[src/rtl/shift_sequencer_if.sv]
// Operand/result handshake plus the shifter return path for shift_sequencer.
// The master side is the surrounding datapath: it supplies the request and the
// single-position shifter that turns sh_b/sh_hselect into sh_h.
interface shift_sequencer_if #(
   parameter int unsigned WIDTH = 32,
   parameter int unsigned CNT_W = 5
);
   logic             start;
   logic             dir;
   logic [CNT_W-1:0] amount;
   logic [WIDTH-1:0] operand;
   logic [WIDTH-1:0] sh_b;
   logic [1:0]       sh_hselect;
   logic [WIDTH-1:0] sh_h;
   logic             busy;
   logic             done;
   logic [WIDTH-1:0] result;

   modport master (
      output start, dir, amount, operand, sh_h,
      input  sh_b, sh_hselect, busy, done, result
   );

   modport slave (
      input  start, dir, amount, operand, sh_h,
      output sh_b, sh_hselect, busy, done, result
   );
endinterface

[src/rtl/shift_sequencer.sv]
// Multi-position logical shifter built by iterating a single-position shifter:
// the work register feeds sh_b and takes sh_h back once per SHIFT cycle.
module shift_sequencer #(
   parameter int unsigned WIDTH = 32,
   parameter int unsigned CNT_W = 5
) (
   input logic              i_clk,
   input logic              i_rst_n,
   shift_sequencer_if.slave bus
);

   typedef enum logic [1:0] {StIdle, StShift, StDone} state_e;

   state_e           r_state, w_state_next;
   logic [WIDTH-1:0] r_work, w_work_next;
   logic [CNT_W-1:0] r_count, w_count_next;
   logic             r_dir, w_dir_next;
   logic [WIDTH-1:0] r_result;
   logic             w_done_entry;

   // Next-state and datapath update; start is only looked at in IDLE.
   always_comb begin
      w_state_next = r_state;
      w_work_next  = r_work;
      w_count_next = r_count;
      w_dir_next   = r_dir;
      unique case (r_state)
         StIdle: begin
            if (bus.start) begin
               w_work_next  = bus.operand;
               w_count_next = bus.amount;
               w_dir_next   = bus.dir;
               w_state_next = (bus.amount == '0) ? StDone : StShift;
            end
         end
         StShift: begin
            w_work_next  = bus.sh_h;
            w_count_next = r_count - CNT_W'(1);
            if (r_count == CNT_W'(1)) begin
               w_state_next = StDone;
            end
         end
         StDone: begin
            w_state_next = StIdle;
         end
         default: begin
            w_state_next = StIdle;
         end
      endcase
   end

   // Result is captured only on the transition into DONE so it holds across later ops.
   assign w_done_entry = (w_state_next == StDone) && (r_state != StDone);

   // State and datapath registers.
   always_ff @(posedge i_clk or negedge i_rst_n) begin
      if (!i_rst_n) begin
         r_state  <= StIdle;
         r_work   <= '0;
         r_count  <= '0;
         r_dir    <= 1'b0;
         r_result <= '0;
      end else begin
         r_state <= w_state_next;
         r_work  <= w_work_next;
         r_count <= w_count_next;
         r_dir   <= w_dir_next;
         if (w_done_entry) begin
            r_result <= w_work_next;
         end
      end
   end

   // Outputs decoded from registered state only; 2'b11 is never produced.
   always_comb begin
      bus.sh_b       = r_work;
      bus.sh_hselect = 2'b00;
      if (r_state == StShift) begin
         bus.sh_hselect = r_dir ? 2'b10 : 2'b01;
      end
      bus.busy   = (r_state != StIdle);
      bus.done   = (r_state == StDone);
      bus.result = r_result;
   end

endmodule
[src/flat_wrapper.sv]
// flat-port wrapper written by rule: the top's interface ports become plain ports
module shift_sequencer_flat 
#(
   parameter int unsigned WIDTH = 32,
   parameter int unsigned CNT_W = 5
)
  (i_clk, i_rst_n, bus_start, bus_dir, bus_amount, bus_operand, bus_sh_h, bus_sh_b, bus_sh_hselect, bus_busy, bus_done, bus_result);
  shift_sequencer_if #(.WIDTH(WIDTH), .CNT_W(CNT_W)) bus_i ();
  input logic i_clk;
  input logic i_rst_n;
  input wire logic [$bits(bus_i.start)-1:0] bus_start;
  input wire logic [$bits(bus_i.dir)-1:0] bus_dir;
  input wire logic [$bits(bus_i.amount)-1:0] bus_amount;
  input wire logic [$bits(bus_i.operand)-1:0] bus_operand;
  input wire logic [$bits(bus_i.sh_h)-1:0] bus_sh_h;
  output wire logic [$bits(bus_i.sh_b)-1:0] bus_sh_b;
  output wire logic [$bits(bus_i.sh_hselect)-1:0] bus_sh_hselect;
  output wire logic [$bits(bus_i.busy)-1:0] bus_busy;
  output wire logic [$bits(bus_i.done)-1:0] bus_done;
  output wire logic [$bits(bus_i.result)-1:0] bus_result;
  assign bus_i.start = bus_start;
  assign bus_i.dir = bus_dir;
  assign bus_i.amount = bus_amount;
  assign bus_i.operand = bus_operand;
  assign bus_i.sh_h = bus_sh_h;
  assign bus_sh_b = bus_i.sh_b;
  assign bus_sh_hselect = bus_i.sh_hselect;
  assign bus_busy = bus_i.busy;
  assign bus_done = bus_i.done;
  assign bus_result = bus_i.result;
  shift_sequencer #(.WIDTH(WIDTH), .CNT_W(CNT_W)) u_core (.i_clk(i_clk), .i_rst_n(i_rst_n), .bus(bus_i));
endmodule
[config.mk]
export PLATFORM = sky130hd
export DESIGN_NAME = shift_sequencer_flat
export DESIGN_NICKNAME = d
export VERILOG_FILES = /design/src/rtl/shift_sequencer_if.sv /design/src/rtl/shift_sequencer.sv /design/src/flat_wrapper.sv
export SDC_FILE = /design/constraint.sdc
export NUM_CORES = 1
export LEC_CHECK = 0
export CORE_UTILIZATION = 42
export CTS_CLUSTER_DIAMETER = 120
export DETAILED_ROUTE_END_ITERATION = 6
export PLACE_DENSITY = 0.9
export SLEW_MARGIN = 20
export SYNTH_ARGS = -nofsm -noshare
export SYNTH_HDL_FRONTEND = slang
export SYNTH_SLANG_ARGS = --single-unit
export TNS_END_PERCENT = 5
[constraint.sdc]
create_clock -name i_clk -period 2.12 [get_ports i_clk]
set_input_delay 0.424 -clock i_clk [delete_from_list [all_inputs] [get_ports i_clk]]
set_output_delay 0.424 -clock i_clk [all_outputs]
set_load 0.01 [all_outputs]
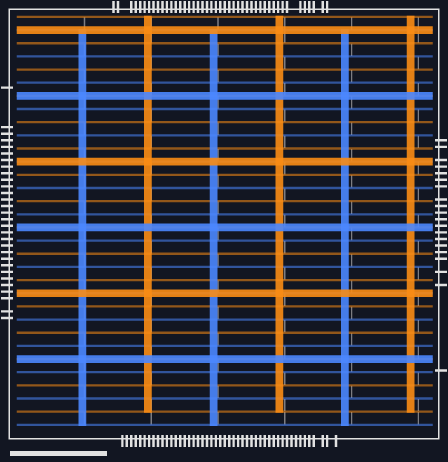
run_1/pdn.png
Scale bar: 20 µm. Pins as bars on the die edge. Tap cells in grey.
legend:
  orange:
    net: VDD
  blue:
    net: VSS
signal pins: 141
rows: 31
tap cells: 99
met4 straps: 6
die width: 88.5 µm
core area: 7250 µm²
Max IR drop VDD: 0.611 mV
Die Y-Extent: 88.5 µm

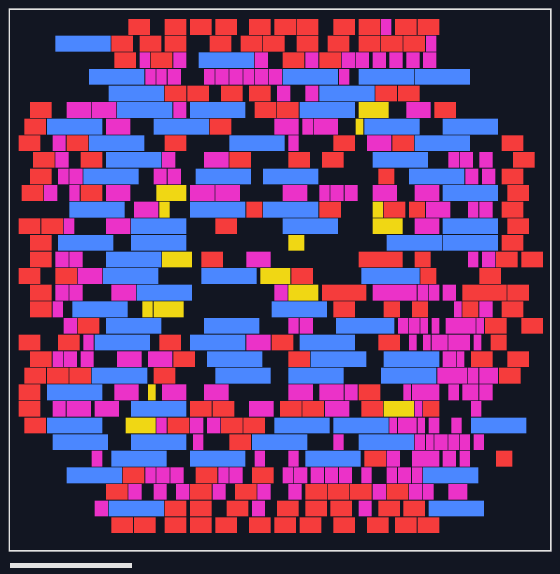
run_1/cell_classes.png
Scale bar: 20 µm.
legend:
  magenta:
    class: all other logic
    cells: 176
    share_of_their_area: 26%
  red:
    class: other buffers and delay cells
    cells: 153
    share_of_their_area: 32%
  yellow:
    class: clock drivers and dummy loads
    cells: 15
    share_of_their_area: 3.3%
  blue:
    class: flip-flops
    cells: 72
    share_of_their_area: 38%

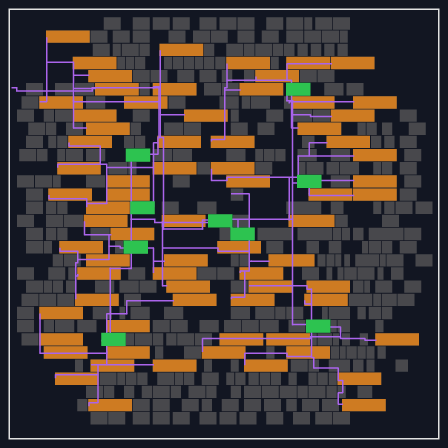
run_1/clock_map.png
legend:
  purple:
    item: clock wires
    length: 851 µm
  green:
    item: cells driving clock nets
    count: 9
  orange:
    item: flip-flops
    count: 72
flops lie: all over the die
routed clock nets: 10

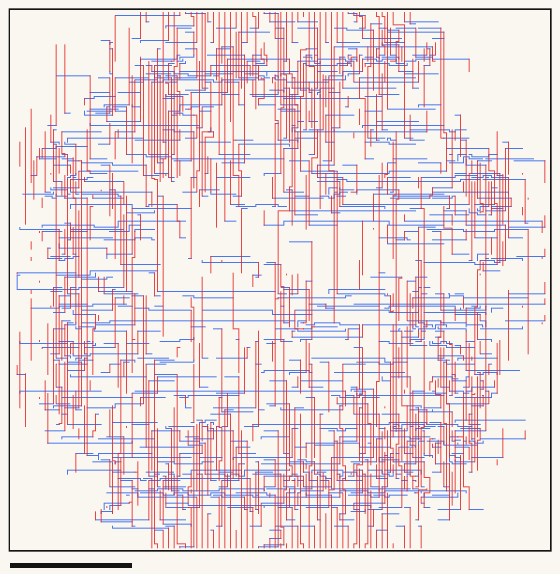
run_1/metal_stack.png
Scale bar: 20 µm. Two of the layers only.
legend:
  blue:
    layer: met1
    wire_length: 3670 µm
  red:
    layer: met2
    wire_length: 4880 µm
GRT Util Overall: 24.8%
Routed WL per cell: 18.2 µm
Routed WL: 9.37 mm
Vias: 2892

==> flow_summary_export.csv, run 1 <==
group,metric,value,unit
cells_and_area,area_delta_synth_final,54.3,%
yosys,ys_types,26,
global_routing,grt_max_degree,49,
sta,fin_ws,0.0964,ns
global_routing,grt_pass1_wl,14.5,mm
detailed_routing,viasPerCell,5.62,
sta,tightest_slew,0.590,ns
cells_and_area,n_antenna_cell,0,
detailed_routing,drtAntennaViolNets,0,
clock_tree,insertion_delay,0.33,ns
critical_path,path_buffers,1,
power,power.density,1250,nW/µm²
critical_path,crit_family,"buffers and inverters",
yosys,synth.largest_area_cell,"dfrtp_1",
sta,fmax,494,MHz
yosys,simple_gate_area_share,3.63,%
critical_path,startpoint_type,"register",
yosys,syn_area,3140,µm²
sta,post-route-period-util,95.5,%
clock_tree,clk_pin_slew,0.08,ns
placement,dp_hpwl,6.57,mm
detailed_routing,wl_met2,4.88,mm
detailed_routing,drt_pass1_iterations,4,
yosys,synthAoiAreaFrac,21.8,%
yosys,ff_type,"dfrtp_1",
clock_tree,numCtsBuffers,9,
floorplanning,die_area,7830,µm²
detailed_routing,met3WireLength,554,µm
sta,final.setup_skew,0.0115,ns
yosys,netlist_top_cells_area,"dfrtp_1 57%, o22ai_1 14%, mux2_2 12%",
critical_path,rrSetupSlack,0.1,ns
sta,rsz0062_at_grt,"no",
critical_path,slowest_stage,"clkdlybuf4s50_1",
placement,dp_cells,500,
placement,routabilityCongestion,0.776,
sta,relSlewSlack,60.7,%
yosys,floorplan.nets,347,
cells_and_area,drive_gt1_share,16.3,%
critical_path,path_cells,"nand2b_4 -> nor2_1 -> clkdlybuf4s50_1",
cells_and_area,flop_area,1800,µm²
cells_and_area,fin_area,4840,µm²
critical_path,path_class,"register to output pin",
global_routing,grt_pass1_vias,2939,
placement,post-place-ws,-0.0336,ns
placement,portBuffers,140,
detailed_routing,m1WireLength,3.67,mm
yosys,synthXorXnorAreaFrac,0,%
cells_and_area,final-instance-count-excl-fill,515,
critical_path,required,1.70,ns
yosys,synth_stat.cells,272,
sta,fin_crit,2.02,ns
clock_tree,cts_setup_buffers,0,
yosys,top_cell,"dfrtp_1",
yosys,top_area_share,57.4,%
detailed_routing,drt_iter0_markers,210,
detailed_routing,drc,0,
clock_tree,tritoncts,"yes",
clock_tree,htreeDepth,3,
yosys,synth_adder_area_share,0.797,%
status,status,"finished, final reports clean",
yosys,ys_area,3140,µm²
clock_tree,cts-root-buf,"clkbuf_8",
clock_tree,clockBufferDepth,2,
yosys,postSynthSeqShare,57.4,%
critical_path,r2r_start,"u_core.r_count[1]",
critical_path,max_stage_delay,0.54,ns
cells_and_area,comb_area,1210,µm²
yosys,yosysWarnings,0,
floorplanning,initial_core_util,43.3,%
[run 1: how the worst max path moves through the flow]
stage | start | cells after the start | endpoint | slack, ns
after floorplan | u_core.r_count[1] | 6 | u_core.bus.result[0] | 0.18
after global placement | bus_amount[1] | 6 | u_core.bus.result[20] | 0.009
after detailed placement | bus_amount[1] | 6 | u_core.bus.result[28] | -0.03
after CTS | u_core.r_state[1] | 3 | bus_busy | 0.02
after global routing | u_core.r_state[1] | 3 | bus_sh_hselect[1] | 0.02
final | u_core.r_state[1] | 3 | bus_sh_hselect[0] | 0.1
[run 1: registers in the layout, indices dropped and copies added (netlist names)]
register           flops
u_core.r_dir           1
u_core.r_count         5
u_core.r_state         2
u_core.bus.result     32
u_core.bus.sh_b       32
[run 1: power by group]
| group | switching [mW] | internal [mW] | total (mW) |
|---|---|---|---|
| Clock | 0.475 | 0.413 | 0.888 |
| Sequential | 0.414 | 1.92 | 2.33 |
| Combinational | 1.26 | 1.56 | 2.82 |
| Total | 2.15 | 3.89 | 6.04 |
[run 1: layout by cell type, fill, tap and decap left out]
cell | netlist | final
o22ai_1 | 68 | 68
buf_12 | 0 | 3
o22ai_4 | 1 | 1
o22a_1 | 2 | 2
dfrtp_2 | 0 | 2
clkdlybuf4s50_1 | 0 | 139
nand2_1 | 4 | 4
nor3b_1 | 1 | 1
nor3_1 | 2 | 2
or2_2 | 1 | 1
mux2_2 | 33 | 33
and3_1 | 1 | 1
a21oi_1 | 39 | 39
buf_4 | 0 | 11
nand2b_1 | 2 | 1
clkbuf_1 | 12 | 2
inv_2 | 0 | 1
clkbuf_8 | 0 | 9
ha_1 | 2 | 2
mux2i_1 | 1 | 1
or4b_4 | 1 | 1
dfrtp_1 | 72 | 70
a211oi_1 | 1 | 1
nand2b_4 | 0 | 1
clkinv_2 | 0 | 4
nor2_1 | 6 | 6
o21ai_0 | 2 | 2
clkinvlp_4 | 0 | 1
a22o_1 | 1 | 1
inv_1 | 3 | 2
nand3_1 | 4 | 4
[run 1: layout make-up]
type	count	share of cell area [%]
clock buffers	11	2.71
clock inverters	4	0.465
inverters	4	0.336
multi-input cells	172	25.0
flip-flops and latches	72	37.2
well taps	99	2.56
repair buffers	153	31.7
[run 1: worst register-to-register path, delay by kind of cell (launching register included)]
| kind | cells | cell delay [ns] |
|---|---|---|
| mux | 1 | 0.35 |
| fa+ha+maj | 1 | 0.13 |
| flops | 1 | 0.41 |
| simple gates | 1 | 0.49 |
| buf+inv | 2 | 0.28 |
| compound gates | 1 | 0.24 |
[run 1: repair_timing]
action	CTS	global route
resized	3	2
hold endpoints to repair	0	0
gates cloned	0	0
endpoints found under the setup margin	4	29
pin swaps	0	1
[run 1: metal layers]
metal	track usage (%)	vias up
met5	0	-
met4	12.0	0
met3	4.94	22
met2	42.7	130
met1	29.7	1430
li1	-	1310
[run 1: metrics by stage]
stage / power, mW / utilization (%) / hold WS, ns / setup TNS [ns]
after floorplan: 3.56 / - / 0.128 / 0
after global placement: 5.02 / 64.5 / 0.461 / 0
after detailed placement: 5.14 / 64.5 / 0.468 / -0.379
after CTS: 6.06 / 66.8 / 0.0925 / 0
after global routing: 6.40 / 66.8 / 0.131 / 0
final: 6.04 / 66.8 / 0.0902 / 0
--- run 2 (diff from run 1) ---
GPL_TIMING_DRIVEN = 0   (was unset)
==> flow_summary_export.csv, run 2 <==
group,metric,value,unit
floorplanning,core_area,7250,µm²
clock_tree,numCtsBuffers,9,
critical_path,cp-startpoint,"u_core.r_count[1]",
yosys,floorplan.nets,347,
yosys,ys_types,26,
detailed_routing,wl,9.42,mm
global_routing,grt_max_degree,38,
detailed_routing,drt_iter0_markers,158,
yosys,synth_stat.cells,272,
placement,post-place-ws,-0.364,ns
critical_path,ff2ff_path_depth,7,
power,ir_drop,0.591,mV
critical_path,rrSetupSlack,0.06,ns
cells_and_area,layout_top_cells,"137 x clkdlybuf4s50_1, 71 x dfrtp_1, 68 x o22ai_1",
yosys,ys_area,3140,µm²
placement,dp_hpwl,6.88,mm
sta,fmax,486,MHz
job,openroad.warnings,28,
critical_path,path_class,"register to register",
yosys,synth.largest_area_cell,"dfrtp_1",
global_routing,grt_pass1_vias,2921,
floorplanning,die_y,88.5,µm
placement,portBuffers,140,
critical_path,r2r_start,"u_core.r_count[1]",
global_routing,overflow,0,
sta,tightest_slew,0.585,ns
clock_tree,cts-root-buf,"clkbuf_8",
sta,fin_crit,2.06,ns
critical_path,reg2reg_to,"u_core.bus.result[11]",
placement,routabilityCongestion,0.765,
yosys,ys_ff,72,
cells_and_area,drive_gt1_share,17.2,%
yosys,netlist_top_cells_area,"dfrtp_1 57%, o22ai_1 14%, mux2_2 12%",
clock_tree,clockBufferDepth,2,
yosys,top_area_share,57.4,%
status,status,"finished, final reports clean",
cells_and_area,comb_area,1200,µm²
yosys,yosysWarnings,0,
clock_tree,clk_pin_slew,0.08,ns
sta,hold_ws,0.0418,ns
detailed_routing,drc,0,
critical_path,required,2.33,ns
floorplanning,die_area,7830,µm²
sta,final.setup_skew,0.00797,ns
yosys,synthCells,272,
sta,hold_viol,0,
cells_and_area,n_antenna_cell,0,
sta,post-route-period-util,97.0,%
sta,fin_ws,0.0630,ns
detailed_routing,drt_pass1_iterations,4,
cells_and_area,flop_area,1800,µm²
critical_path,end_kind,"register",
cells_and_area,layout_top_cell,"clkdlybuf4s50_1",
hold_path,holdCritPathClass,"input pin to asynchronous set/reset pin",
sta,rsz0062_at_grt,"no",
critical_path,startpoint_type,"register",
global_routing,grt_pass1_wl,14.7,mm
power,power,6.25,mW
yosys,syn_area,3140,µm²
detailed_routing,viasPerCell,5.51,
sta,relSlewSlack,61.0,%
yosys,synthArstFlopShare,100,%
clock_tree,htreeDepth,3,
detailed_routing,drtAntennaViolNets,0,
floorplanning,die_w,88.5,µm
yosys,ff_type,"dfrtp_1",
floorplanning,initial_core_util,43.3,%
clock_tree,insertion_delay,0.33,ns
yosys,postSynthSeqShare,57.4,%
placement,dp_cells,512,
cells_and_area,area_delta_synth_final,58.7,%
floorplanning,boundaryPins,141,
power,power.density,1250,nW/µm²
clock_tree,tritoncts,"yes",
yosys,top_cell,"dfrtp_1",
## run 2: cell counts after synthesis
Identical to the previous run, type by type.
## run 2: per-stage QoR
stage,util [%],setup TNS (ns),area (µm²)
floorplan,-,0,3140
global placement,64.3,-135.53,4670
detailed placement,64.6,-9.17,4680
CTS,67.6,-0.0146,4900
global route,68.7,0,4980
finish,68.7,0,4980
## run 2: how the worst max path moves through the flow
stage	to	slack, ns	depth (start not counted)
6_report	u_core.bus.result[11]	0.06	7
5_1_grt	u_core.bus.result[22]	0.0002	7
4_1_cts	u_core.bus.result[7]	-0.009	6
3_5_place_dp	u_core.bus.result[19]	-0.36	6
3_3_place_gp	u_core.bus.result[10]	-1.75	1
2_1_floorplan	u_core.bus.result[0]	0.18	6
## run 2: cells by family (layout without fill, tap and decap cells)
kind of cell | count (synthesis) | count (layout) | synth area share (%)
compound gates | 114 | 114 | 21.8
fa+ha+maj | 2 | 2 | 0.797
buf+inv | 28 | 187 | 4.26
flops | 72 | 72 | 57.4
mux | 34 | 34 | 12.2
simple gates | 22 | 22 | 3.63
## run 2: critical path, stage by stage (launching register included)
cell and delay, ns:
dfrtp_1 0.41, inv_2 0.08, ha_1 0.13, or4b_4 0.48, o22ai_4 0.21, buf_12 0.16
buf_12 0.13, mux2_2 0.33
## run 2: per-layer routing
layer	track usage, %	part of all wire, %	up-vias
met5	0	0	-
met4	8.65	1.6	0
met3	4.66	4.5	14
met2	42.0	52	92
met1	32.1	42	1463
li1	-	-	1353
## run 2: repair_timing
item / 4_1_cts / 5_1_grt
gates resized: 12 / 12
gates cloned: 0 / 1
setup buffers: 0 / 3
endpoints found under the setup margin: 34 / 36
pin swaps: 1 / 1
## run 2: cell type report
class | count | area share, %
plain buffers | 22 | 3.06
clock buffers | 11 | 3.04
clock inverters | 5 | 1.10
inverters | 4 | 0.402
multi-input cells | 172 | 24.2
flip-flops and latches | 72 | 36.2
well taps | 99 | 2.49
repair buffers | 145 | 29.6
## run 2: report_power, final
group	total [mW]	internal (mW)	switching, mW	leakage [nW]
registers	2.32	1.92	0.399	0.871
logic	2.84	1.57	1.27	1.06
clock network	1.10	0.604	0.493	0.101
total	6.25	4.09	2.16	2.03
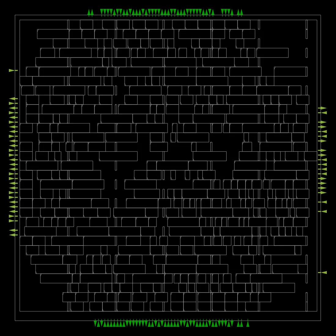
run_2/final_placement.png
filler instances: 555
Finished Core Util: 68.7%
Seq/total area: 36.2%
Layout Cells excl Fill: 530

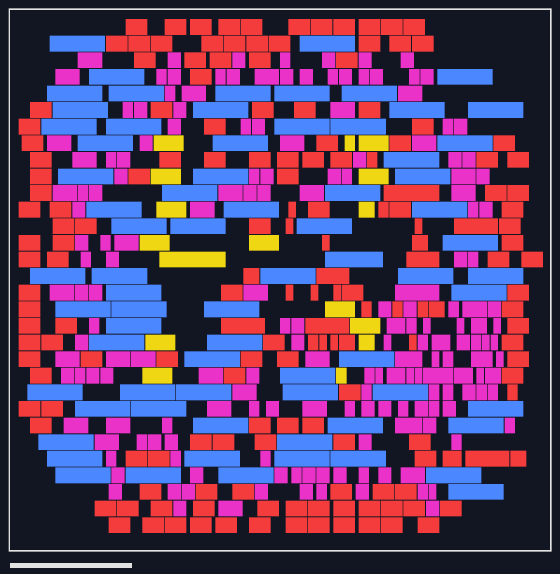
run_2/cell_classes.png
Scale bar: 20 µm.
Design Area, Final: 4980 µm²
FP Rows: 31

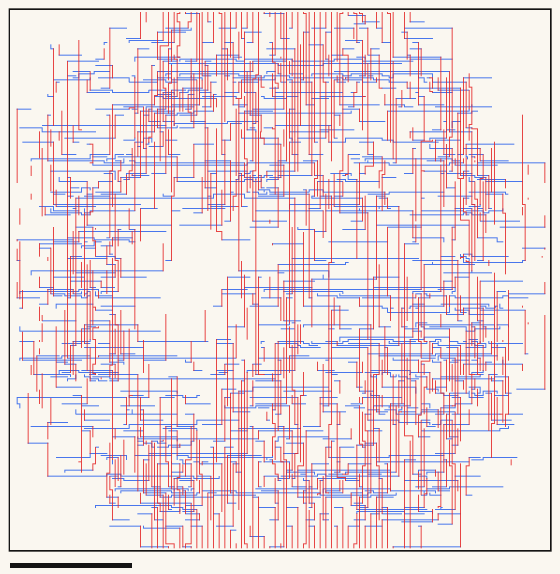
run_2/metal_stack.png
Scale bar: 20 µm. Two of the layers only.
GRT Util Overall: 24.8%
Routed WL per cell: 17.8 µm
Vias: 2922

Power figures rest on the tool's default switching activity, not on a simulated workload.
